<file path="config.mk">
export PLATFORM = sky130hd
export DESIGN_NAME = beta_trap_ctrl_flat
export DESIGN_NICKNAME = d
export VERILOG_FILES = /design/src/rtl/beta_trap_pkg.sv /design/src/rtl/beta_trap_ctrl_if.sv /design/src/rtl/beta_irq_prio.sv /design/src/rtl/beta_trap_ctrl.sv /design/src/flat_wrapper.sv
export SDC_FILE = /design/constraint.sdc
export NUM_CORES = 1
export LEC_CHECK = 0
export CAP_MARGIN = 0
export CORE_MARGIN = 5
export CORE_UTILIZATION = 40
export DETAILED_ROUTE_END_ITERATION = 16
export PLACE_DENSITY = 0.86
export SLEW_MARGIN = 20
export SYNTH_ARGS = -nofsm -noshare
export SYNTH_HDL_FRONTEND = slang
export SYNTH_HIERARCHICAL = 1
export SYNTH_SLANG_ARGS = --single-unit
</file>
<file path="constraint.sdc">
create_clock -name clk_i -period 11.2 [get_ports clk_i]
set_clock_uncertainty 0.2 [all_clocks]
set_input_delay 1.68 -clock clk_i [delete_from_list [all_inputs] [get_ports clk_i]]
set_output_delay 1.68 -clock clk_i [all_outputs]
set_load 0.02 [all_outputs]
</file>
<file path="src/rtl/beta_trap_pkg.sv">
// Shared constants and cause codes for the beta machine-mode trap controller.
package beta_trap_pkg;

  localparam int LOCAL_IRQ_BASE = 16;
  localparam int CAUSE_W        = 5;

  // trap_type_o encoding
  localparam logic [1:0] TRAP_NONE = 2'b00;
  localparam logic [1:0] TRAP_IRQ  = 2'b01;
  localparam logic [1:0] TRAP_EXC  = 2'b10;

  // instr_trap_i encoding
  localparam logic [1:0] ITRAP_NONE     = 2'b00;
  localparam logic [1:0] ITRAP_MISALIGN = 2'b01;
  localparam logic [1:0] ITRAP_ILLEGAL  = 2'b10;

  // lsu_trap_i encoding
  localparam logic [1:0] LTRAP_NONE  = 2'b00;
  localparam logic [1:0] LTRAP_LOAD  = 2'b01;
  localparam logic [1:0] LTRAP_STORE = 2'b10;

  typedef enum logic [CAUSE_W-1:0] {
    EXC_FETCH_MISALIGN = 5'd0,
    EXC_ILLEGAL        = 5'd2,
    EXC_LOAD_MISALIGN  = 5'd4,
    EXC_STORE_MISALIGN = 5'd6,
    EXC_ECALL_M        = 5'd11
  } exc_cause_e;

  typedef enum logic [CAUSE_W-1:0] {
    IRQ_MSI = 5'd3,
    IRQ_MTI = 5'd7,
    IRQ_MEI = 5'd11
  } irq_cause_e;

  typedef enum logic {ST_IDLE, ST_TRAP} trap_state_e;

  function automatic logic [CAUSE_W-1:0] local_cause(input int idx);
    return CAUSE_W'(LOCAL_IRQ_BASE + idx);
  endfunction

endpackage

</file>
<file path="src/rtl/beta_trap_ctrl_if.sv">
// Trap-source / CSR-capture bundle between the execute stage and the trap controller.
interface beta_trap_ctrl_if #(
  parameter int NUM_LOCAL_IRQ = 4,
  parameter int XLEN          = 32
);
  localparam int NIRQ = 16 + NUM_LOCAL_IRQ;

  logic                     instr_valid_i;
  logic [XLEN-1:0]          pc_i;
  logic [1:0]               instr_trap_i;
  logic [1:0]               lsu_trap_i;
  logic                     ecall_i;
  logic [31:0]              instr_word_i;
  logic [XLEN-1:0]          badaddr_i;
  logic                     mret_i;
  logic                     mstatus_mie_i;
  logic [NIRQ-1:0]          mie_i;
  logic [XLEN-1:0]          mtvec_i;
  logic                     irq_msw_i;
  logic                     irq_mtim_i;
  logic                     irq_mext_i;
  logic [NUM_LOCAL_IRQ-1:0] irq_local_i;
  logic                     flush_ack_i;

  logic                     trap_req_o;
  logic [1:0]               trap_type_o;
  logic [XLEN-1:0]          trap_pc_o;
  logic [XLEN-1:0]          mcause_o;
  logic [XLEN-1:0]          mepc_o;
  logic [XLEN-1:0]          mtval_o;
  logic                     csr_we_o;
  logic                     mret_o;
  logic [NIRQ-1:0]          mip_o;

  modport slave (
    input  instr_valid_i, pc_i, instr_trap_i, lsu_trap_i, ecall_i, instr_word_i,
           badaddr_i, mret_i, mstatus_mie_i, mie_i, mtvec_i, irq_msw_i, irq_mtim_i,
           irq_mext_i, irq_local_i, flush_ack_i,
    output trap_req_o, trap_type_o, trap_pc_o, mcause_o, mepc_o, mtval_o,
           csr_we_o, mret_o, mip_o
  );

  modport master (
    output instr_valid_i, pc_i, instr_trap_i, lsu_trap_i, ecall_i, instr_word_i,
           badaddr_i, mret_i, mstatus_mie_i, mie_i, mtvec_i, irq_msw_i, irq_mtim_i,
           irq_mext_i, irq_local_i, flush_ack_i,
    input  trap_req_o, trap_type_o, trap_pc_o, mcause_o, mepc_o, mtval_o,
           csr_we_o, mret_o, mip_o
  );

endinterface

</file>
<file path="src/rtl/beta_irq_prio.sv">
// Interrupt priority encoder: MEI > MSI > MTI > local lines, highest local index first.
module beta_irq_prio
  import beta_trap_pkg::*;
#(
  parameter int NUM_LOCAL_IRQ = 4
) (
  input  logic [LOCAL_IRQ_BASE+NUM_LOCAL_IRQ-1:0] pend_i,
  output logic                                    valid_o,
  output logic [CAUSE_W-1:0]                      cause_o
);

  // Reserved positions never carry a pending bit.
  logic unused_pend;
  assign unused_pend = ^{pend_i[15:12], pend_i[10:8], pend_i[6:4], pend_i[2:0]};

  // Later assignments override earlier ones, so the list runs lowest priority first.
  always_comb begin
    valid_o = 1'b0;
    cause_o = '0;
    for (int i = 0; i < NUM_LOCAL_IRQ; i++) begin
      if (pend_i[LOCAL_IRQ_BASE+i]) begin
        valid_o = 1'b1;
        cause_o = local_cause(i);
      end
    end
    if (pend_i[int'(IRQ_MTI)]) begin
      valid_o = 1'b1;
      cause_o = IRQ_MTI;
    end
    if (pend_i[int'(IRQ_MSI)]) begin
      valid_o = 1'b1;
      cause_o = IRQ_MSI;
    end
    if (pend_i[int'(IRQ_MEI)]) begin
      valid_o = 1'b1;
      cause_o = IRQ_MEI;
    end
  end

endmodule

</file>
<file path="src/rtl/beta_trap_ctrl.sv">
// Machine-mode trap controller: exception/interrupt arbitration, CSR capture, redirect hold.
// BETA_TRAP_VECTORED_EN enables vectored interrupt targets when mtvec mode is 01.
module beta_trap_ctrl
  import beta_trap_pkg::*;
#(
  parameter int NUM_LOCAL_IRQ = 4,
  parameter int XLEN          = 32
) (
  input  logic           clk_i,
  input  logic           rst_i,
  beta_trap_ctrl_if.slave bus
);

  localparam int NIRQ = LOCAL_IRQ_BASE + NUM_LOCAL_IRQ;

  trap_state_e              state;
  logic [NUM_LOCAL_IRQ-1:0] irq_prev, lpend, lpend_clr, lpend_nxt, local_edge;
  logic [NIRQ-1:0]          mip;
  logic                     irq_valid;
  logic [CAUSE_W-1:0]       irq_cause;
  logic                     exc_valid;
  logic [CAUSE_W-1:0]       exc_cause;
  logic [XLEN-1:0]          exc_tval;
  logic                     take_exc, take_irq, take;
  logic [XLEN-1:0]          cause_nxt, trap_base, trap_tgt;

  always_comb begin
    mip                      = '0;
    mip[int'(IRQ_MSI)]       = bus.irq_msw_i;
    mip[int'(IRQ_MTI)]       = bus.irq_mtim_i;
    mip[int'(IRQ_MEI)]       = bus.irq_mext_i;
    mip[NIRQ-1:LOCAL_IRQ_BASE] = lpend;
  end

  beta_irq_prio #(.NUM_LOCAL_IRQ(NUM_LOCAL_IRQ)) u_prio (
    .pend_i  (mip & bus.mie_i),
    .valid_o (irq_valid),
    .cause_o (irq_cause)
  );

  always_comb begin
    exc_valid = 1'b1;
    exc_cause = EXC_FETCH_MISALIGN;
    exc_tval  = '0;
    if (bus.instr_trap_i == ITRAP_MISALIGN) begin
      exc_tval  = bus.badaddr_i;
    end else if (bus.instr_trap_i == ITRAP_ILLEGAL) begin
      exc_cause = EXC_ILLEGAL;
      exc_tval  = XLEN'(bus.instr_word_i);
    end else if (bus.ecall_i) begin
      exc_cause = EXC_ECALL_M;
    end else if (bus.lsu_trap_i == LTRAP_LOAD) begin
      exc_cause = EXC_LOAD_MISALIGN;
      exc_tval  = bus.badaddr_i;
    end else if (bus.lsu_trap_i == LTRAP_STORE) begin
      exc_cause = EXC_STORE_MISALIGN;
      exc_tval  = bus.badaddr_i;
    end else begin
      exc_valid = 1'b0;
    end
  end

  assign take_exc = (state == ST_IDLE) && bus.instr_valid_i && exc_valid;
  assign take_irq = (state == ST_IDLE) && bus.instr_valid_i && !exc_valid &&
                    bus.mstatus_mie_i && irq_valid;
  assign take     = take_exc || take_irq;

  always_comb begin
    cause_nxt                = '0;
    cause_nxt[XLEN-1]        = take_irq;
    cause_nxt[CAUSE_W-1:0]   = take_exc ? exc_cause : irq_cause;
  end

  assign trap_base = {bus.mtvec_i[XLEN-1:2], 2'b00};
`ifdef BETA_TRAP_VECTORED_EN
  assign trap_tgt = (take_irq && bus.mtvec_i[1:0] == 2'b01) ?
                    trap_base + (XLEN'(irq_cause) << 2) : trap_base;
`else
  logic unused_mode;
  assign unused_mode = ^bus.mtvec_i[1:0];
  assign trap_tgt    = trap_base;
`endif

  // A fresh edge on a line wins over the clear caused by taking that line.
  always_comb begin
    for (int i = 0; i < NUM_LOCAL_IRQ; i++)
      lpend_clr[i] = take_irq && (irq_cause == local_cause(i));
    local_edge = bus.irq_local_i & ~irq_prev;
    lpend_nxt  = (lpend & ~lpend_clr) | local_edge;
  end

  always_ff @(posedge clk_i or posedge rst_i) begin
    if (rst_i) begin
      state           <= ST_IDLE;
      irq_prev        <= '0;
      lpend           <= '0;
      bus.trap_req_o  <= 1'b0;
      bus.trap_type_o <= TRAP_NONE;
      bus.trap_pc_o   <= '0;
      bus.mcause_o    <= '0;
      bus.mepc_o      <= '0;
      bus.mtval_o     <= '0;
      bus.csr_we_o    <= 1'b0;
      bus.mret_o      <= 1'b0;
      bus.mip_o       <= '0;
    end else begin
      irq_prev     <= bus.irq_local_i;
      lpend        <= lpend_nxt;
      bus.mip_o    <= {lpend_nxt, mip[LOCAL_IRQ_BASE-1:0]};
      bus.csr_we_o <= take;
      bus.mret_o   <= (state == ST_IDLE) && bus.mret_i && !take;
      case (state)
        ST_IDLE: begin
          if (take) begin
            state           <= ST_TRAP;
            bus.trap_req_o  <= 1'b1;
            bus.trap_type_o <= take_exc ? TRAP_EXC : TRAP_IRQ;
            bus.trap_pc_o   <= trap_tgt;
            bus.mcause_o    <= cause_nxt;
            bus.mepc_o      <= bus.pc_i;
            bus.mtval_o     <= take_exc ? exc_tval : '0;
          end
        end
        ST_TRAP: begin
          if (bus.flush_ack_i) begin
            state           <= ST_IDLE;
            bus.trap_req_o  <= 1'b0;
            bus.trap_type_o <= TRAP_NONE;
          end
        end
        default: state <= ST_IDLE;
      endcase
    end
  end

endmodule

</file>
<file path="src/flat_wrapper.sv">
// flat-port wrapper written by rule: the top's interface ports become plain ports
module beta_trap_ctrl_flat import beta_trap_pkg::*;
#(
  parameter int NUM_LOCAL_IRQ = 4,
  parameter int XLEN          = 32
)
  (clk_i, rst_i, bus_instr_valid_i, bus_pc_i, bus_instr_trap_i, bus_lsu_trap_i, bus_ecall_i, bus_instr_word_i, bus_badaddr_i, bus_mret_i, bus_mstatus_mie_i, bus_mie_i, bus_mtvec_i, bus_irq_msw_i, bus_irq_mtim_i, bus_irq_mext_i, bus_irq_local_i, bus_flush_ack_i, bus_trap_req_o, bus_trap_type_o, bus_trap_pc_o, bus_mcause_o, bus_mepc_o, bus_mtval_o, bus_csr_we_o, bus_mret_o, bus_mip_o);
  beta_trap_ctrl_if #(.NUM_LOCAL_IRQ(NUM_LOCAL_IRQ), .XLEN(XLEN)) bus_i ();
  input  logic clk_i;
  input  logic rst_i;
  input wire logic [$bits(bus_i.instr_valid_i)-1:0] bus_instr_valid_i;
  input wire logic [$bits(bus_i.pc_i)-1:0] bus_pc_i;
  input wire logic [$bits(bus_i.instr_trap_i)-1:0] bus_instr_trap_i;
  input wire logic [$bits(bus_i.lsu_trap_i)-1:0] bus_lsu_trap_i;
  input wire logic [$bits(bus_i.ecall_i)-1:0] bus_ecall_i;
  input wire logic [$bits(bus_i.instr_word_i)-1:0] bus_instr_word_i;
  input wire logic [$bits(bus_i.badaddr_i)-1:0] bus_badaddr_i;
  input wire logic [$bits(bus_i.mret_i)-1:0] bus_mret_i;
  input wire logic [$bits(bus_i.mstatus_mie_i)-1:0] bus_mstatus_mie_i;
  input wire logic [$bits(bus_i.mie_i)-1:0] bus_mie_i;
  input wire logic [$bits(bus_i.mtvec_i)-1:0] bus_mtvec_i;
  input wire logic [$bits(bus_i.irq_msw_i)-1:0] bus_irq_msw_i;
  input wire logic [$bits(bus_i.irq_mtim_i)-1:0] bus_irq_mtim_i;
  input wire logic [$bits(bus_i.irq_mext_i)-1:0] bus_irq_mext_i;
  input wire logic [$bits(bus_i.irq_local_i)-1:0] bus_irq_local_i;
  input wire logic [$bits(bus_i.flush_ack_i)-1:0] bus_flush_ack_i;
  output wire logic [$bits(bus_i.trap_req_o)-1:0] bus_trap_req_o;
  output wire logic [$bits(bus_i.trap_type_o)-1:0] bus_trap_type_o;
  output wire logic [$bits(bus_i.trap_pc_o)-1:0] bus_trap_pc_o;
  output wire logic [$bits(bus_i.mcause_o)-1:0] bus_mcause_o;
  output wire logic [$bits(bus_i.mepc_o)-1:0] bus_mepc_o;
  output wire logic [$bits(bus_i.mtval_o)-1:0] bus_mtval_o;
  output wire logic [$bits(bus_i.csr_we_o)-1:0] bus_csr_we_o;
  output wire logic [$bits(bus_i.mret_o)-1:0] bus_mret_o;
  output wire logic [$bits(bus_i.mip_o)-1:0] bus_mip_o;
  assign bus_i.instr_valid_i = bus_instr_valid_i;
  assign bus_i.pc_i = bus_pc_i;
  assign bus_i.instr_trap_i = bus_instr_trap_i;
  assign bus_i.lsu_trap_i = bus_lsu_trap_i;
  assign bus_i.ecall_i = bus_ecall_i;
  assign bus_i.instr_word_i = bus_instr_word_i;
  assign bus_i.badaddr_i = bus_badaddr_i;
  assign bus_i.mret_i = bus_mret_i;
  assign bus_i.mstatus_mie_i = bus_mstatus_mie_i;
  assign bus_i.mie_i = bus_mie_i;
  assign bus_i.mtvec_i = bus_mtvec_i;
  assign bus_i.irq_msw_i = bus_irq_msw_i;
  assign bus_i.irq_mtim_i = bus_irq_mtim_i;
  assign bus_i.irq_mext_i = bus_irq_mext_i;
  assign bus_i.irq_local_i = bus_irq_local_i;
  assign bus_i.flush_ack_i = bus_flush_ack_i;
  assign bus_trap_req_o = bus_i.trap_req_o;
  assign bus_trap_type_o = bus_i.trap_type_o;
  assign bus_trap_pc_o = bus_i.trap_pc_o;
  assign bus_mcause_o = bus_i.mcause_o;
  assign bus_mepc_o = bus_i.mepc_o;
  assign bus_mtval_o = bus_i.mtval_o;
  assign bus_csr_we_o = bus_i.csr_we_o;
  assign bus_mret_o = bus_i.mret_o;
  assign bus_mip_o = bus_i.mip_o;
  beta_trap_ctrl #(.NUM_LOCAL_IRQ(NUM_LOCAL_IRQ), .XLEN(XLEN)) u_core (.clk_i(clk_i), .rst_i(rst_i), .bus(bus_i));
endmodule
</file>
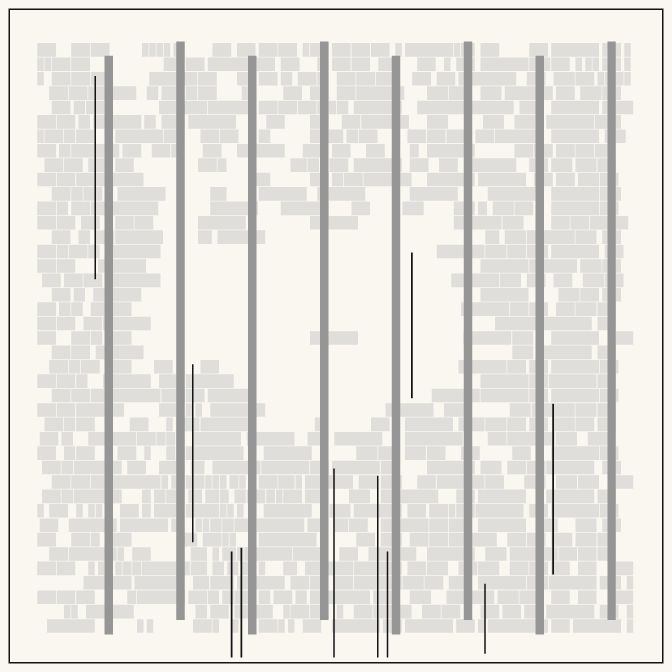
*Metal 4*
Supply wires on this layer in grey.
The longest straight run is 38.1 µm. The layer holds 1.9% of the routed length. 10 nets have wire on it.
via count: 3932
total wire length: 14.3 mm

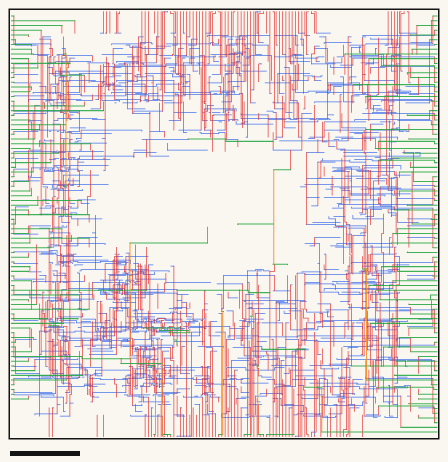
*Signal wires by layer*
The bar under the picture is 20 µm long.
Key: blue = metal 1 [wire length 5340 µm]; green = metal 3 [wire length 1580 µm]; orange = metal 4 [wire length 273 µm]; red = metal 2 [wire length 7140 µm]

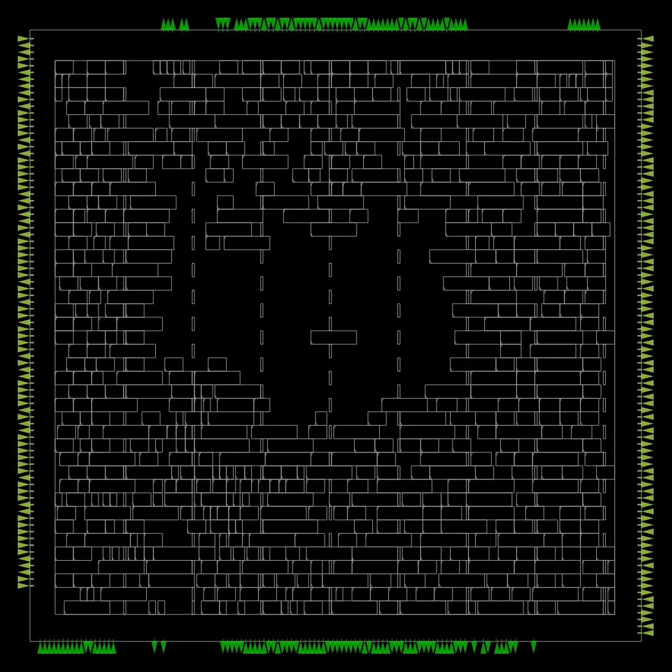
*Placed standard cells*
Seq area share: 0.352
Util after Layout: 0.662
flip-flops: 117

==> flow_summary.yaml <==
# synthesis and place-and-route metrics
global_route:
  top_usage_layer: "met2"
  grtUsageMet2: 0.320
  grt_pass1_vias: 4186
  grt_pass1_wl_mm: 21.6
  antenna_found_initial: 0
  grt_use_total: 0.184
  grt-ovfl-total: 0
  grt_max_degree: 70
  use_met1: 0.200
floorplan:
  core_um2: 12600
  initCoreUtil: 0.407
  rows: 41
  n_tap_cell: 172
  die_area_um2: 15200
  die_w_um: 123
  die_y_um: 123
  io-pin-count: 319
synth:
  synthTopCellsByCount: "dfrtp_1 (117), mux2_1 (58), buf_4 (46)"
  mux_area_frac: 0.136
  postSynthSeqShare: 0.572
  logic_family: "multiplexers"
  yosysMostFrequentCell: "dfrtp_1"
  yosysUniqueCellTypes: 40
  simple_gate_area_frac: 0.0960
  yosysTopAreaCellShare: 0.572
  xor_share: 0.00171
  ys_top_cells_by_area: "dfrtp_1 (57%), mux2_1 (13%), buf_4 (6.7%), a221o_1 (6.3%), and2_1 (4.8%)"
  ys_warn_count: 6
  synth-async-reset-ratio: 1.00
  netlist_instances: 389
  avgSynthCellArea_um2: 13.2
  ys.flop_type: "dfrtp_1"
  adder_share: 0.00733
  yosysChipArea_um2: 5120
  numSynthFlops: 117
  aoi_share: 0.0909
  edf_count: 0
  synthesis.area_um2: 5120
  ys_cells: 389
clocking:
  clk_pin_slew_ns: 0.06
  cts.repair.resized: 0
  cts_buffers: 17
  clock_latency_ns: 0.40
  postCtsHoldBufs: 0
  cts_sinks: 117
  cts_root_buf: "clkbuf_16"
  h-tree-depth: 4
  max-clock-path-buffers: 2
setup_path:
  slowest_stage: "clkdlybuf4s50_1"
  end_kind: "flip-flop"
  crit_fanout: 64
  crit_chain: "clkdlybuf4s50_1, inv_1, ha_1, nand2b_1, o21ba_1, nor2_8, inv_4, mux2_1"
  cpPeakStageDelay_ns: 0.49
  crit_family: "buffers and inverters"
  cp.arrival_ns: 4.34
  crit_path_start_kind: "input port"
  cp_data_required_time_ns: 11.27
  crit_buf_inv: 3
  crit_type: "input port to flip-flop"
routing:
  firstDrtPassIters: 4
  route.met3.wl_mm: 1.58
  drc_errors: 0
  ant_nets: 0
  via_per_inst: 4.69
  met1Wirelength_mm: 5.34
  top_layer: "met4"
  drtIter0Drc: 181
  post_drt_wl_per_cell_um: 17.1
cells_and_area:
  n_all_buffers: 264
  final_cells: 839
  fin_area_um2: 8320
  layout-drive-gt1-share: 0.0675
  fin_nets: 823
  mi_logic_area_um2: 1860
  final_cell_mix: "clkdlybuf4s50_1 (262), dfrtp_1 (117), mux2_1 (58), conb_1 (41), and2_1 (39)"
  nClkBuffers: 20
  n_all_inverters: 12
  fill_cells: 929
  synthToLayoutAreaGrowth_pct: 62.6
  clkCellAreaFrac: 0.0761
  seq_area_um2: 2930
  sh_comb_area: 0.224
  lay_top_count: "clkdlybuf4s50_1"
  largest_registers: "u_core/bus.mepc_o: 32 flops, u_core/bus.mtval_o: 32 flops, u_core/bus.trap_pc_o: 30 flops"
  n_antenna_cell: 0
  nonClkBufAreaFrac: 0.317
  dominant_cells: "sequential cells"
  comb_cells: 242
timing:
  rsz0062_at_grt: "false"
  hold_ws_ns: 0.214
  clock.fmax_ghz: 0.234
  post-route-period-util: 0.381
  period_minus_slack_ns: 4.27
  finalSetupViolCount: 0
  worst_slack_ns: 6.93
  worst_pin_slew_ns: 0.988
  tns_ns: 0
  relSlewSlack: 0.341
  hold_violations: 0
place:
  dp_hpwl_mm: 11.2
  routabilityCongestion: 0.769
  place_area_um2: 7690
  io_buffers: 262
  place_inst: 807
  dp_slack_ns: 6.56
power_and_ir_drop:
  ir_worst_vdd_mv: 0.110
  pg_comb_uw: 644
  leakagePower_nw: 3.59
  power_frac_clock: 0.314
  p_seq_frac: 0.333
  maxPowerGroup: "combinational cells"
  seq_power_uw: 608
  switching_share: 0.312
  p_int_mw: 1.26
  p_sw_uw: 569
  p_clk_uw: 574
  p_per_area_nw_per_um2: 219
flow_run:
  tool_warnings: 43
  drv_cap: 0
hold_path:
  hp-class: "flip-flop to flip-flop"
run_status:
  status: "completed"
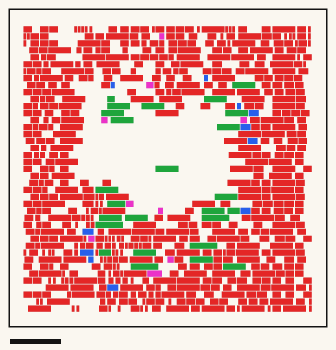
*Cells by drive strength*
The bar under the picture is 20 µm long.
Key: red = _0 and _1 cells [cells 622, share 93%]; blue = _2 cells [cells 11, share 1.6%]; green = _6 and larger [cells 25, share 3.7%]; magenta = _3 and _4 cells [cells 9, share 1.3%]

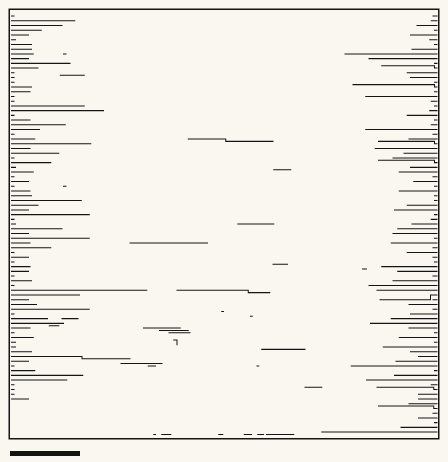
*M3 wires*
The bar under the picture is 20 µm long.
The layer holds 11% of the routed length. The layer carries 1580 µm of wire. The longest straight run is 38.9 µm.
grt met3 use: 0.0833

final timing paths:
| kind | startpoint | endpoint | slack [ns] | depth (start not counted) |
|---|---|---|---|---|
| hold reg to reg | u_core/irq_prev[3] | u_core/bus.mip_o[19] | 0.21 | 1 |
| setup reg to reg | u_core/lpend[2] | u_core/bus.mepc_o[20] | 8.34 | 8 |
| setup / recovery | bus_lsu_trap_i[0] | u_core/bus.mepc_o[20] | 6.93 | 8 |
| min in group asynchronous | rst_i | u_core/bus.mtval_o[21] | 1.51 | 2 |
| hold / removal | u_core/irq_prev[3] | u_core/bus.mip_o[19] | 0.21 | 1 |
| max in group asynchronous | rst_i | u_core/bus.mepc_o[27] | 7.99 | 3 |
